Run 1, clock routing:
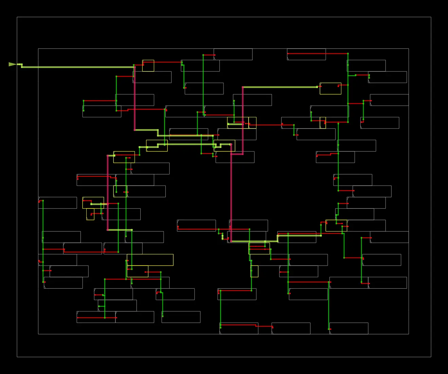
Run 1, the metal 3 layer:
Drawn at 4 px/um.
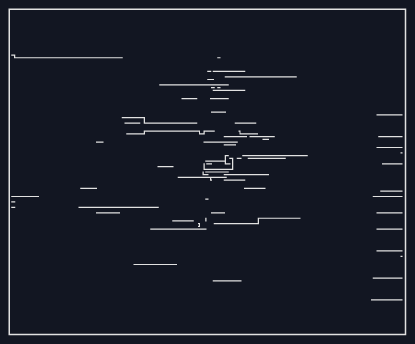
Run 1, gate-type map:
Drawn at 3 px/um.
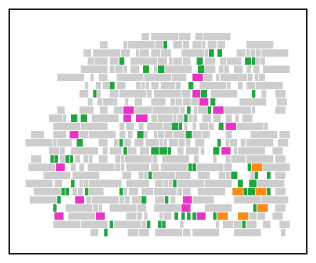
===== src/rtl/cmd_pkg.sv =====
// Command parser shared definitions: host command codes, error codes and
// the parser state encoding.
package cmd_pkg;

  localparam logic [7:0] CMD_SEND   = 8'h01;
  localparam logic [7:0] CMD_CHANGE = 8'h02;
  localparam logic [7:0] CMD_RESET  = 8'hA5;

  localparam logic [1:0] ERR_UNKNOWN  = 2'd0;
  localparam logic [1:0] ERR_TIMEOUT  = 2'd1;
  localparam logic [1:0] ERR_OVERRUN  = 2'd2;
  localparam logic [1:0] ERR_BAD_IDX  = 2'd3;  // bad index or bad checksum

  typedef enum logic [2:0] {
    ST_IDLE,
    ST_ID,
    ST_CHECK,
    ST_APPLY,
    ST_SEND_WAIT
  } state_e;

endpackage


===== src/rtl/byte_timeout.sv =====
// Inter-byte timeout counter.
//   clk, rst_n : clock, async active-low reset
//   en         : count only while high; held at zero otherwise
//   restart    : a byte was accepted, start counting again from zero
//   expired    : counter has reached TIMEOUT_CYCLES-1 (saturates there)
module byte_timeout #(
  parameter int TIMEOUT_CYCLES = 500000
) (
  input  logic clk,
  input  logic rst_n,
  input  logic en,
  input  logic restart,
  output logic expired
);
  localparam int CW = (TIMEOUT_CYCLES > 2) ? $clog2(TIMEOUT_CYCLES) : 1;

  logic [CW-1:0] cnt;

  assign expired = en && (cnt == CW'(TIMEOUT_CYCLES - 1));

  always_ff @(posedge clk or negedge rst_n) begin
    if (!rst_n)               cnt <= '0;
    else if (!en || restart)  cnt <= '0;
    else if (!expired)        cnt <= cnt + 1'b1;
  end

endmodule


===== src/rtl/cmd_rx_parser.sv =====
// Byte-stream host command parser feeding the redstone core.
// Decodes SEND_OUTPUTS (0x01), CHANGE_INPUT (0x02 + ID bytes) and RESET (0xA5),
// owns the registered input vector, and handshakes send requests with the
// output serialiser. Optional macro CMD_CHECKSUM_EN adds a trailing XOR
// checksum byte to CHANGE_INPUT.
// Ports:
//   i_clk, i_rst          : clock, async active-low reset
//   i_rx_data, i_rx_valid : received byte + one-cycle strobe
//   i_send_ack            : serialiser accepts the send request
//   o_inputs              : input vector to the redstone core
//   o_send_req            : held from 0x01 decode until i_send_ack
//   o_soft_rst            : one-cycle pulse on 0xA5
//   o_err, o_err_code     : error pulse; code held until the next error
//   o_busy                : parser not in IDLE
module cmd_rx_parser
  import cmd_pkg::*;
#(
  parameter int NUM_INPUTS     = 8,
  parameter int ID_BYTES       = 2,
  parameter int TIMEOUT_CYCLES = 500000
) (
  input  logic                  i_clk,
  input  logic                  i_rst,
  input  logic [7:0]            i_rx_data,
  input  logic                  i_rx_valid,
  input  logic                  i_send_ack,
  output logic [NUM_INPUTS-1:0] o_inputs,
  output logic                  o_send_req,
  output logic                  o_soft_rst,
  output logic                  o_err,
  output logic [1:0]            o_err_code,
  output logic                  o_busy
);
  localparam int AW = ID_BYTES * 8;

  state_e                state, state_n;
  logic [AW-1:0]         acc, acc_n;
  logic [2:0]            bcnt, bcnt_n;
  logic [7:0]            csum, csum_n;
  logic [NUM_INPUTS-1:0] inputs_n;
  logic                  req_n, soft_n, err_n;
  logic [1:0]            code_n;
  logic                  expired;

  logic [AW-2:0] idx;
  logic          idx_ok;
  assign idx    = acc[AW-1:1];
  assign idx_ok = 32'(idx) < NUM_INPUTS;

  byte_timeout #(.TIMEOUT_CYCLES(TIMEOUT_CYCLES)) u_tmo (
    .clk     (i_clk),
    .rst_n   (i_rst),
    .en      (state == ST_ID || state == ST_CHECK),
    .restart (i_rx_valid),
    .expired (expired)
  );

  always_comb begin
    state_n  = state;
    acc_n    = acc;
    bcnt_n   = bcnt;
    csum_n   = csum;
    inputs_n = o_inputs;
    req_n    = o_send_req;
    soft_n   = 1'b0;
    err_n    = 1'b0;
    code_n   = o_err_code;
    case (state)
      ST_IDLE: if (i_rx_valid) begin
        case (i_rx_data)
          CMD_SEND: begin
            req_n   = 1'b1;
            state_n = ST_SEND_WAIT;
          end
          CMD_CHANGE: begin
            acc_n   = '0;
            bcnt_n  = 3'(ID_BYTES);
            csum_n  = CMD_CHANGE;
            state_n = ST_ID;
          end
          CMD_RESET: begin
            inputs_n = '0;
            soft_n   = 1'b1;
          end
          default: begin
            err_n  = 1'b1;
            code_n = ERR_UNKNOWN;
          end
        endcase
      end
      ST_ID: begin
        // An arriving byte wins over a coincident timeout.
        if (i_rx_valid) begin
          acc_n  = AW'({acc, i_rx_data});
          csum_n = csum ^ i_rx_data;
          bcnt_n = bcnt - 3'd1;
          if (bcnt == 3'd1) begin
`ifdef CMD_CHECKSUM_EN
            state_n = ST_CHECK;
`else
            state_n = ST_APPLY;
`endif
          end
        end else if (expired) begin
          err_n   = 1'b1;
          code_n  = ERR_TIMEOUT;
          state_n = ST_IDLE;
        end
      end
      ST_CHECK: begin
        if (i_rx_valid) begin
          if (i_rx_data == csum) begin
            state_n = ST_APPLY;
          end else begin
            err_n   = 1'b1;
            code_n  = ERR_BAD_IDX;
            state_n = ST_IDLE;
          end
        end else if (expired) begin
          err_n   = 1'b1;
          code_n  = ERR_TIMEOUT;
          state_n = ST_IDLE;
        end
      end
      ST_APPLY: begin
        if (i_rx_valid) begin
          err_n  = 1'b1;
          code_n = ERR_OVERRUN;
        end
        // A bad index outranks a coincident overrun in the reported code.
        if (idx_ok) begin
          for (int i = 0; i < NUM_INPUTS; i++)
            if (idx == (AW-1)'(i)) inputs_n[i] = acc[0];
        end else begin
          err_n  = 1'b1;
          code_n = ERR_BAD_IDX;
        end
        state_n = ST_IDLE;
      end
      ST_SEND_WAIT: begin
        if (i_rx_valid) begin
          err_n  = 1'b1;
          code_n = ERR_OVERRUN;
        end
        if (i_send_ack) begin
          req_n   = 1'b0;
          state_n = ST_IDLE;
        end
      end
      default: state_n = ST_IDLE;
    endcase
  end

  always_ff @(posedge i_clk or negedge i_rst) begin
    if (!i_rst) begin
      state      <= ST_IDLE;
      acc        <= '0;
      bcnt       <= '0;
      csum       <= '0;
      o_inputs   <= '0;
      o_send_req <= 1'b0;
      o_soft_rst <= 1'b0;
      o_err      <= 1'b0;
      o_err_code <= ERR_UNKNOWN;
      o_busy     <= 1'b0;
    end else begin
      state      <= state_n;
      acc        <= acc_n;
      bcnt       <= bcnt_n;
      csum       <= csum_n;
      o_inputs   <= inputs_n;
      o_send_req <= req_n;
      o_soft_rst <= soft_n;
      o_err      <= err_n;
      o_err_code <= code_n;
      o_busy     <= (state_n != ST_IDLE);
    end
  end

endmodule

===== config.mk =====
export PLATFORM = sky130hd
export DESIGN_NAME = cmd_rx_parser
export DESIGN_NICKNAME = d
export VERILOG_FILES = /design/src/rtl/cmd_pkg.sv /design/src/rtl/byte_timeout.sv /design/src/rtl/cmd_rx_parser.sv
export SDC_FILE = /design/constraint.sdc
export NUM_CORES = 1
export LEC_CHECK = 0
export CAP_MARGIN = 20
export CORE_ASPECT_RATIO = 0.8
export CORE_MARGIN = 5
export CORE_UTILIZATION = 52
export DETAILED_ROUTE_END_ITERATION = 16
export GPL_TIMING_DRIVEN = 0
export HOLD_SLACK_MARGIN = 0.12
export PLACE_DENSITY = 0.75
export SYNTH_ARGS = -nofsm -noshare
export SYNTH_HDL_FRONTEND = slang
export SYNTH_SLANG_ARGS = --single-unit

===== constraint.sdc =====
create_clock -name i_clk -period 2.2 [get_ports i_clk]
set_input_delay 0.44 -clock i_clk [delete_from_list [all_inputs] [get_ports i_clk]]
set_output_delay 0.44 -clock i_clk [all_outputs]
set_load 0.05 [all_outputs]

==> metrics.yaml, run 1 <==
outcome: "finished clean"
grt_most_used_layer: "met2"
met3_length_um: 440
worst_pin_slew_ns: 0.613
antenna_left: 0
cp_data_required_time_ns: 2.42
critPathMaxFanout: 3
reg.largest.list: "u_tmo.cnt x19, acc x16"
p_leak_nw: 1.79
lay_top_cells: "dfrtp_1 (63), nand2_1 (45), nor2_1 (32)"
syn-cell-area_um2: 3270
met2_length_um: 3480
whs_endpoint: "acc[0]"
hold_class: "in2reg"
switching_share_pct: 33.4
r2r-end: "o_err_code[1]"
ys_types: 55
yosys.area.top_type_share_pct: 48.2
dr.first_iter.drc_count: 228
die_h_um: 81.0
arrival_ns: 2.39
top_register: "u_tmo.cnt"
fin_worst_skew_ns: 0.0117
grt_pass1_vias: 2674
cts_setup_buffers: 7
relSlewSlack_pct: 59.1
aoi_share_pct: 14.1
cts-root-buf: "clkbuf_8"
seq_power_share_pct: 46.1
port-buffer-count: 23
crit_path_cell_trace: "or4b_4 > or4_2 > o31ai_1 > a211o_1 > nand3_1"
finalHoldViolCount: 0
clkTransAtPathRegs_ns: 0.07
largest_reg_flops: 19
top_cell: "dfrtp_1"
finalCriticalPeriod_ns: 2.17
-- 'clock routing' (at the start) --
Worst-Skew Late Latency: 0.35 ns
P_clk: 0.977 mW
flop count: 63
TritonCTS buffer count: 9
Sink Count: 63

-- 'the metal 3 layer' (at the start) --
The layer holds 5.6% of the routed length. The wires run mostly horizontal. The longest straight run is 26.9 um. The layer carries 441 um of wire. 51 nets have wire on it.

-- 'gate-type map' (at the start) --
Green is NAND gates, cells 72, most used nand2_1, where widely spread. Orange is multiplexers, cells 6, most used mux2i_1, where bottom right. Magenta is AND-OR and OR-AND gates, cells 17, most used a22o_1.

-- run 1: how the worst max path moves through the flow --
stage	slack [ns]	depth (start not counted)	start	end
6_report	0.03	5	u_tmo.cnt[9]	o_err_code[1]
5_1_grt	-0.02	5	u_tmo.cnt[9]	o_err_code[1]
4_1_cts	-0.02	6	u_tmo.cnt[9]	o_busy
3_5_place_dp	-0.57	5	i_rx_data[6]	o_err
3_3_place_gp	-1.34	1	i_rst	u_tmo.cnt[4]
2_1_floorplan	0.01	6	u_tmo.cnt[6]	o_busy
-- run 1: area by class of cell --
cell class	instances	area [um^2]	area share [%]
repair buffers	39	367	9.06
plain buffers	14	80.1	1.98
clock inverters	6	61.3	1.52
flip-flops and latches	63	1580	39.0
multi-input cells	258	1690	41.9
clock buffers	10	128	3.15
inverters	10	37.5	0.928
well taps	81	101	2.51
==> run 2, diff against run 1 <==
--- a/config.mk
+++ b/config.mk
@@ -8,11 +8,12 @@
 export CAP_MARGIN = 20
 export CORE_ASPECT_RATIO = 0.8
 export CORE_MARGIN = 5
-export CORE_UTILIZATION = 52
+export CORE_UTILIZATION = 53
 export DETAILED_ROUTE_END_ITERATION = 16
 export GPL_TIMING_DRIVEN = 0
 export HOLD_SLACK_MARGIN = 0.12
-export PLACE_DENSITY = 0.75
+export PLACE_DENSITY = 0.76
 export SYNTH_ARGS = -nofsm -noshare
 export SYNTH_HDL_FRONTEND = slang
+export SYNTH_HIERARCHICAL = 1
 export SYNTH_SLANG_ARGS = --single-unit
==> run 2 against run 1 <==
  * The flow now finishes with violations (negative setup slack)
  * Clock skew increased by 0.0027 ns
  * Critical path type unchanged
  * Fmax decreased by 7.0%
  * First-iteration DRC count grew 56%
==> metrics.yaml, run 2 <==
relSlewSlack_pct: 51.0  # -8.2 points
worst_pin_slew_ns: 0.732  # +0.119 ns
switching_share_pct: 41.1  # +7.7 points
top_area_cell_class: "logic gates"
largest_reg_flops: 19  # unchanged
ys_types: 58  # +5.5%
syn-cell-area_um2: 3430  # +4.7%
antenna_left: 0  # unchanged
seq_power_share_pct: 37.5  # -8.6 points
fin_worst_skew_ns: 0.0143  # +0.00265 ns
finalHoldViolCount: 0  # unchanged
cp-endpoint: "o_err_code[1]"
yosys.area.top_type_share_pct: 46.0  # -2.1 points
nonClkBufAreaFrac_pct: 11.9  # +0.84 points
logic_area_um2: 1930  # +14%
r2r-end: "o_err_code[1]"
hold_class: "reg2reg"
seq_share_pct: 36.1  # -2.8 points
taps: 84  # +3.7%
die_h_um: 81.9  # +1.2%
finalSetupViolations: 10
numCtsBuffers: 9  # unchanged
cts-root-buf: "clkbuf_8"
nNonClkInverters: 11  # +1
p_clk_mw: 1.01  # about the same
clkCellAreaFrac_pct: 4.49  # -0.18 points
critPathMaxFanout: 4  # +1
num-multi-input-gates: 279  # +8.1%
insertion_delay_ns: 0.36  # about the same
top_register: "u_tmo/cnt"
cp-startpoint: "state[1]"
p_leak_nw: 1.78  # -0.62%
cts.sinks: 63  # unchanged
n_all_buffers: 64  # +21%
cp_data_required_time_ns: 2.41  # about the same
worst_slack_ns: -0.136
grt_pass1_vias: 2933  # +9.7%
violations: "negative setup slack"
cts_setup_buffers: 19  # +12
outcome: "complete, but fails checks"
[run 2: routing by layer]
metal	share of wire [%]	global-route usage, %	routed length (um)	vias up
li1	-	-	-	1452
met1	44	34.3	4120	1588
met2	45	35.2	4170	173
met3	8.8	5.86	817	26
met4	2.4	7.64	225	0
met5	0	0	0	-
[run 2: worst max-delay path, stage by stage (launching register included)]
cell	delay [ns]
dfrtp_1	0.41
buf_6	0.14
xnor2_4	0.13
nor2_4	0.09
and4b_1	0.20
nand4_1	0.16
nor2_2	0.19
nor2b_4	0.22
buf_4	0.13
o21a_1	0.12
a21oi_1	0.05
o211ai_1	0.19
o221ai_1	0.15
Run 2, gate-type map:
Drawn at 3 px/um.
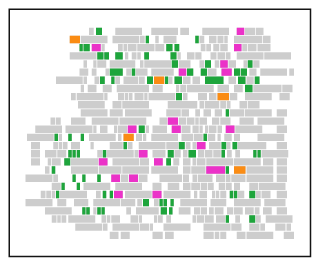
Green is NAND gates, cells 77, most used nand2_1. Orange is multiplexers, cells 5, most used mux2i_1. Magenta is AND-OR and OR-AND gates, cells 19, most used a22o_1.
Commonest Layout Cell: dfrtp_1
Comb/total area: 44.1%
Post-Layout Cell Count: 517

Run 2, the metal 3 layer:
Drawn at 4 px/um.
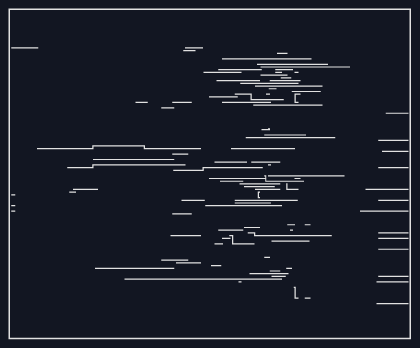
The longest straight run is 39.1 um. The layer carries 817 um of wire.
final WL: 9330 um
routed via count: 3239
met3 GRT Util: 5.86%

Run 2, routed metal, one colour a layer:
Drawn at 3 px/um.
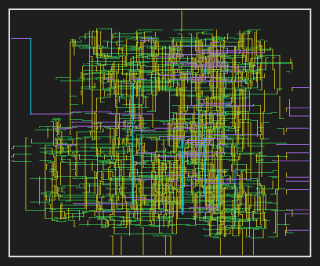
Cyan is met4, wire length 225 um. Yellow is met2, wire length 4170 um. Green is met1, wire length 4120 um. Purple is met3, wire length 817 um.

Power and IR drop assume default switching activity.
